`src/rtl/pipe_reg_pkg.sv`:
```
// Shared pipeline-register types: IF/ID contents plus the fetch-stage state encoding.
package pipe_reg_pkg;

    localparam int IF_PC_W    = 9;
    localparam int IF_INSTR_W = 32;
    localparam int PC_INC     = 4;

    typedef struct packed {
        logic [IF_PC_W-1:0]    current;
        logic [IF_PC_W-1:0]    pc_next;
        logic [IF_INSTR_W-1:0] instr;
        logic [4:0]            rs1;
        logic [4:0]            rs2;
    } if_id_reg_t;

    typedef enum logic [1:0] {
        FILL   = 2'd0,
        RUN    = 2'd1,
        BUBBLE = 2'd2
    } fetch_state_e;

endpackage

```
`src/rtl/if_fetch_stage_pc_gen.sv`:
```
// PC register for the fetch stage: redirect (word-aligned) beats stall beats +4 advance.
module pc_gen
    import pipe_reg_pkg::*;
#(
    parameter int             PC_W     = IF_PC_W,
    parameter logic [PC_W-1:0] RESET_PC = '0
) (
    input  logic            clk,
    input  logic            rst_n,
    input  logic            stall_i,
    input  logic            redirect_i,
    input  logic [PC_W-1:0] redirect_pc_i,
    output logic [PC_W-1:0] pc_o,
    output logic [PC_W-1:0] pc_plus4_o
);

    logic [PC_W-1:0] pc_q;
    logic [PC_W-1:0] pc_d;

    // Adder wraps naturally at 2^PC_W.
    assign pc_plus4_o = pc_q + PC_W'(PC_INC);
    assign pc_o       = pc_q;

    always_comb begin
        pc_d = pc_q;
        if (redirect_i) begin
            pc_d = redirect_pc_i & ~PC_W'(3);
        end else if (!stall_i) begin
            pc_d = pc_plus4_o;
        end
    end

    always_ff @(posedge clk) begin
        if (!rst_n) begin
            pc_q <= RESET_PC;
        end else begin
            pc_q <= pc_d;
        end
    end

endmodule

```
`src/rtl/if_fetch_stage.sv`:
```
// Instruction fetch: drives a 1-cycle synchronous ROM and fills the IF/ID register,
// inserting bubbles for wrong-path and not-yet-returned fetches.
module if_fetch_stage
    import pipe_reg_pkg::*;
#(
    parameter int              PC_W     = IF_PC_W,
    parameter int              INSTR_W  = IF_INSTR_W,
    parameter logic [PC_W-1:0] RESET_PC = 9'h000
) (
    input  logic               clk,
    input  logic               rst_n,
    input  logic               stall_i,
    input  logic               redirect_i,
    input  logic [PC_W-1:0]    redirect_pc_i,
    output logic               imem_en_o,
    output logic [PC_W-1:0]    imem_addr_o,
    input  logic [INSTR_W-1:0] imem_rdata_i,
    output if_id_reg_t         if_id_o,
    output logic               if_id_valid_o,
    output fetch_state_e       state_o
);

    logic [PC_W-1:0] pc_q;
    logic [PC_W-1:0] pc_plus4;

    // req_* describe the fetch whose data is on imem_rdata_i this cycle.
    logic [PC_W-1:0] req_pc_q, req_pc_d;
    logic [PC_W-1:0] req_next_q, req_next_d;
    logic            req_vld_q, req_vld_d;
    if_id_reg_t      if_id_q, if_id_d;
    logic            valid_q, valid_d;
    fetch_state_e    state_q, state_d;

    pc_gen #(
        .PC_W     (PC_W),
        .RESET_PC (RESET_PC)
    ) u_pc_gen (
        .clk           (clk),
        .rst_n         (rst_n),
        .stall_i       (stall_i),
        .redirect_i    (redirect_i),
        .redirect_pc_i (redirect_pc_i),
        .pc_o          (pc_q),
        .pc_plus4_o    (pc_plus4)
    );

    // A stalled ROM keeps its output, so the pending fetch survives the stall.
    assign imem_en_o     = ~stall_i | redirect_i;
    assign imem_addr_o   = pc_q;
    assign if_id_o       = if_id_q;
    assign if_id_valid_o = valid_q;
    assign state_o       = state_q;

    always_comb begin
        req_pc_d   = req_pc_q;
        req_next_d = req_next_q;
        req_vld_d  = req_vld_q;
        if_id_d    = if_id_q;
        valid_d    = valid_q;
        state_d    = state_q;
        if (redirect_i) begin
            req_vld_d = 1'b0;
            if_id_d   = '0;
            valid_d   = 1'b0;
            state_d   = BUBBLE;
        end else if (!stall_i) begin
            req_pc_d   = pc_q;
            req_next_d = pc_plus4;
            req_vld_d  = 1'b1;
            state_d    = RUN;
            if (req_vld_q && state_q == RUN) begin
                if_id_d.current = req_pc_q;
                if_id_d.pc_next = req_next_q;
                if_id_d.instr   = imem_rdata_i;
                if_id_d.rs1     = imem_rdata_i[19:15];
                if_id_d.rs2     = imem_rdata_i[24:20];
                valid_d         = 1'b1;
            end else begin
                if_id_d = '0;
                valid_d = 1'b0;
            end
        end
    end

    always_ff @(posedge clk) begin
        if (!rst_n) begin
            req_pc_q   <= '0;
            req_next_q <= '0;
            req_vld_q  <= 1'b0;
            if_id_q    <= '0;
            valid_q    <= 1'b0;
            state_q    <= FILL;
        end else begin
            req_pc_q   <= req_pc_d;
            req_next_q <= req_next_d;
            req_vld_q  <= req_vld_d;
            if_id_q    <= if_id_d;
            valid_q    <= valid_d;
            state_q    <= state_d;
        end
    end

endmodule

```
`config.mk`:
```
export PLATFORM = sky130hd
export DESIGN_NAME = if_fetch_stage
export DESIGN_NICKNAME = d
export VERILOG_FILES = /design/src/rtl/pipe_reg_pkg.sv /design/src/rtl/if_fetch_stage_pc_gen.sv /design/src/rtl/if_fetch_stage.sv
export SDC_FILE = /design/constraint.sdc
export NUM_CORES = 1
export LEC_CHECK = 0
export ABC_AREA = 1
export CAP_MARGIN = 20
export CORE_UTILIZATION = 39
export DETAILED_ROUTE_END_ITERATION = 6
export PLACE_DENSITY = 0.77
export SYNTH_ARGS = -nofsm -noshare
export SYNTH_HDL_FRONTEND = slang
export SYNTH_SLANG_ARGS = --single-unit
```
`constraint.sdc`:
```
create_clock -name clk -period 1.1 [get_ports clk]
set_input_delay 0.275 -clock clk [delete_from_list [all_inputs] [get_ports clk]]
set_output_delay 0.275 -clock clk [all_outputs]
set_load 0.02 [all_outputs]
```
### Routing congestion

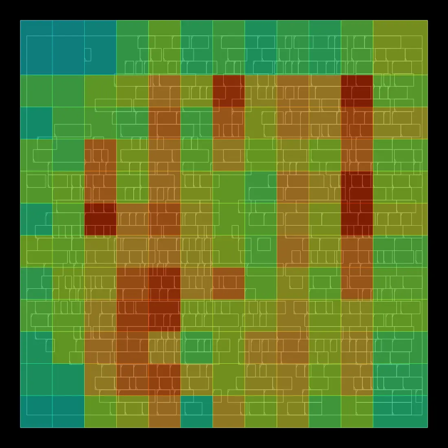
WL/cell: 15.1 µm
Total GRT Usage: 21.5%
M3 GR Usage: 4.52%
GR Util met2: 36.6%
most used routing layer: met2

### M3 wires

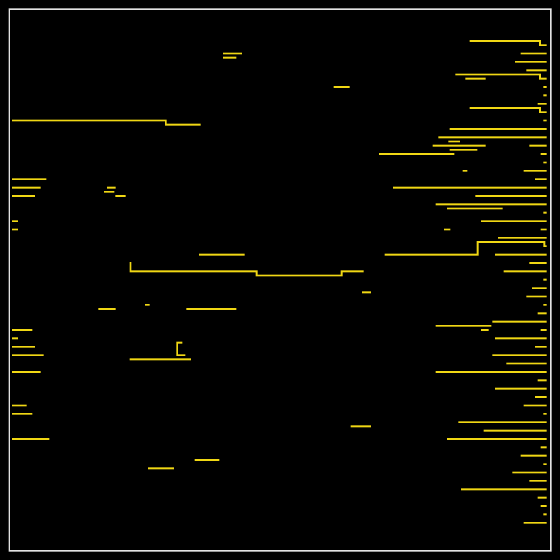
longest straight run: 24.8 µm
wire length on this layer: 573 µm
share of all routed wire: 6.6%

### Metal 2

Scale bar: 20 µm.
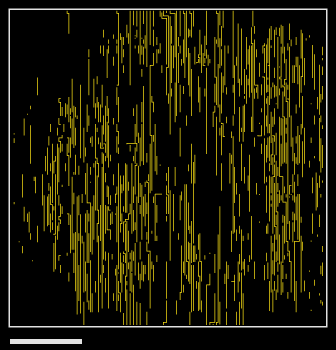
share of all routed wire: 50%
main direction: vertical
longest straight run: 39.1 µm
wire length on this layer: 4,320 µm
Routed WL: 8730 µm
Vias: 3,001

## cell type report
type	count	area, µm²
repair buffers	151	1550
multi-input cells	230	1220
clock inverters	4	98.8
inverters	17	67.6
well taps	96	120
flip-flops and latches	70	1480
fillers	534	2230
clock buffers	12	166
## worst max path at each step
stage,slack [ns],to,from
2_1_floorplan,0.005,if_id_valid_o$_SDFFE_PP0N_,state_o[1]$_SDFFE_PN0P_
3_3_place_gp,-0.68,imem_en_o,redirect_i
3_5_place_dp,-0.69,imem_en_o,redirect_i
4_1_cts,-0.03,imem_addr_o[3],u_pc_gen.pc_o[3]$_SDFFE_PN0P_
5_1_grt,-0.12,req_next_q[8]$_SDFFE_PN0P_,u_pc_gen.pc_o[3]$_SDFFE_PN0P_
6_report,-0.06,u_pc_gen.pc_o[8]$_SDFFE_PN0P_,u_pc_gen.pc_o[3]$_SDFFE_PN0P_
## power by group through the flow
| stage | combinational, µW | sequential, µW | clock, µW |
|---|---|---|---|
| 4_1_cts | 690 | 2630 | 2750 |
| 6_report | 764 | 2630 | 2700 |
| 5_1_grt | 816 | 2640 | 2870 |
| 2_1_floorplan | 320 | 2710 | 0 |
| 3_5_place_dp | 676 | 2680 | 0 |
| 3_3_place_gp | 673 | 2670 | 0 |
## cells in the mapped netlist, drive strengths merged
library cell / number / area (µm²)
a211oi: 2 / 15.0
a21oi: 57 / 285
a31oi: 1 / 6.26
buf: 42 / 275
clkbuf: 4 / 15.0
conb: 1 / 3.75
dfxtp: 70 / 1400
ha: 1 / 12.5
inv: 17 / 63.8
nand2: 76 / 285
nand3: 9 / 45.0
nand4: 46 / 288
nor2: 15 / 71.3
o21ai: 14 / 70.1
o21bai: 1 / 7.51
or2: 1 / 6.26
xor2: 1 / 8.76
==> flow_metrics.tcl <==
# place-and-route summary
set metrics [dict create \
    grt_pass1_vias 2677 \
    fin_nets 525 \
    cap_viol_max_count 0 \
    syn_inst 358 \
    crit_family "flip-flops" \
    switching_share_pct 23.4 \
    lay_top_cells "nand2_1 (74), buf_6 (72), dfxtp_2 (52)" \
    ys_area_um2 2860 \
    cts_tree "built" \
    worst_r2r_endpoint "u_pc_gen.pc_o[8]$_SDFFE_PN0P_" \
    top_logic_kind "simple AND/OR/NAND/NOR gates" \
    first_pass_iters 4 \
    critPathKind "reg2reg" \
    pwr-share-seq_pct 43.2 \
    place_ws_ns -0.690 \
    fin_crit_sh_pct 106 \
    crit_slowest_cell "dfxtp_4" \
    final_area_um2 4710 \
    htreeDepth 3 \
    r2r-start "u_pc_gen.pc_o[3]$_SDFFE_PN0P_" \
    path_buffers 0 \
    cp_max_fo 4 \
    p_sw_uw 1420 \
    violations "negative setup slack" \
    ys_types 23 \
    ir_drop_uv 799 \
    cts_buffers 9 \
    clock_skew_ns 0.0118 \
    insertion_delay_ns 0.35 \
    seq_area_frac_synth_pct 49.0 \
    crit_chain "ha_4, nand3_1, o21bai_1, nand3_2, a21oi_2" \
    holdWs_ns 0.391 \
    syn2layout_area_growth_pct 64.7 \
    synth_area_um2 2860 \
    top_layer "met4" \
    routabilityCongestion 0.842 \
    rsz0062_at_grt "yes" \
    wl_met2_um 4320 \
    r2r_setup_slack_ns -0.06 \
    hold_viol_final 0 \
    worstPathArrival_ns 1.44 \
    postRouteAntennaNets 0 \
    syn_area_per_cell_um2 7.99 \
    power.share.clock_pct 44.3 \
    hold_depth 4 \
    finalSetupViolCount 9 \
    portBuffers 109 \
    reg2regPathDepth 5 \
    status "complete, but fails checks" \
    row_count 30 \
    hp-class "in2reg" \
    maxSlewViolCount 0 \
    synth_flops 70 \
    openroad.warnings 30 \
    ys_sh_mux_pct 0 \
    period_needed_ns 1.16 \
    leakage_uw 0.00185 \
    hp-start "redirect_i" \
    ys_cells 358 \
    final.setup.worst_slack_ns -0.0612 \
    required_ns 1.38 \
]
Power figures rest on the tool's default switching activity, not on a simulated workload.
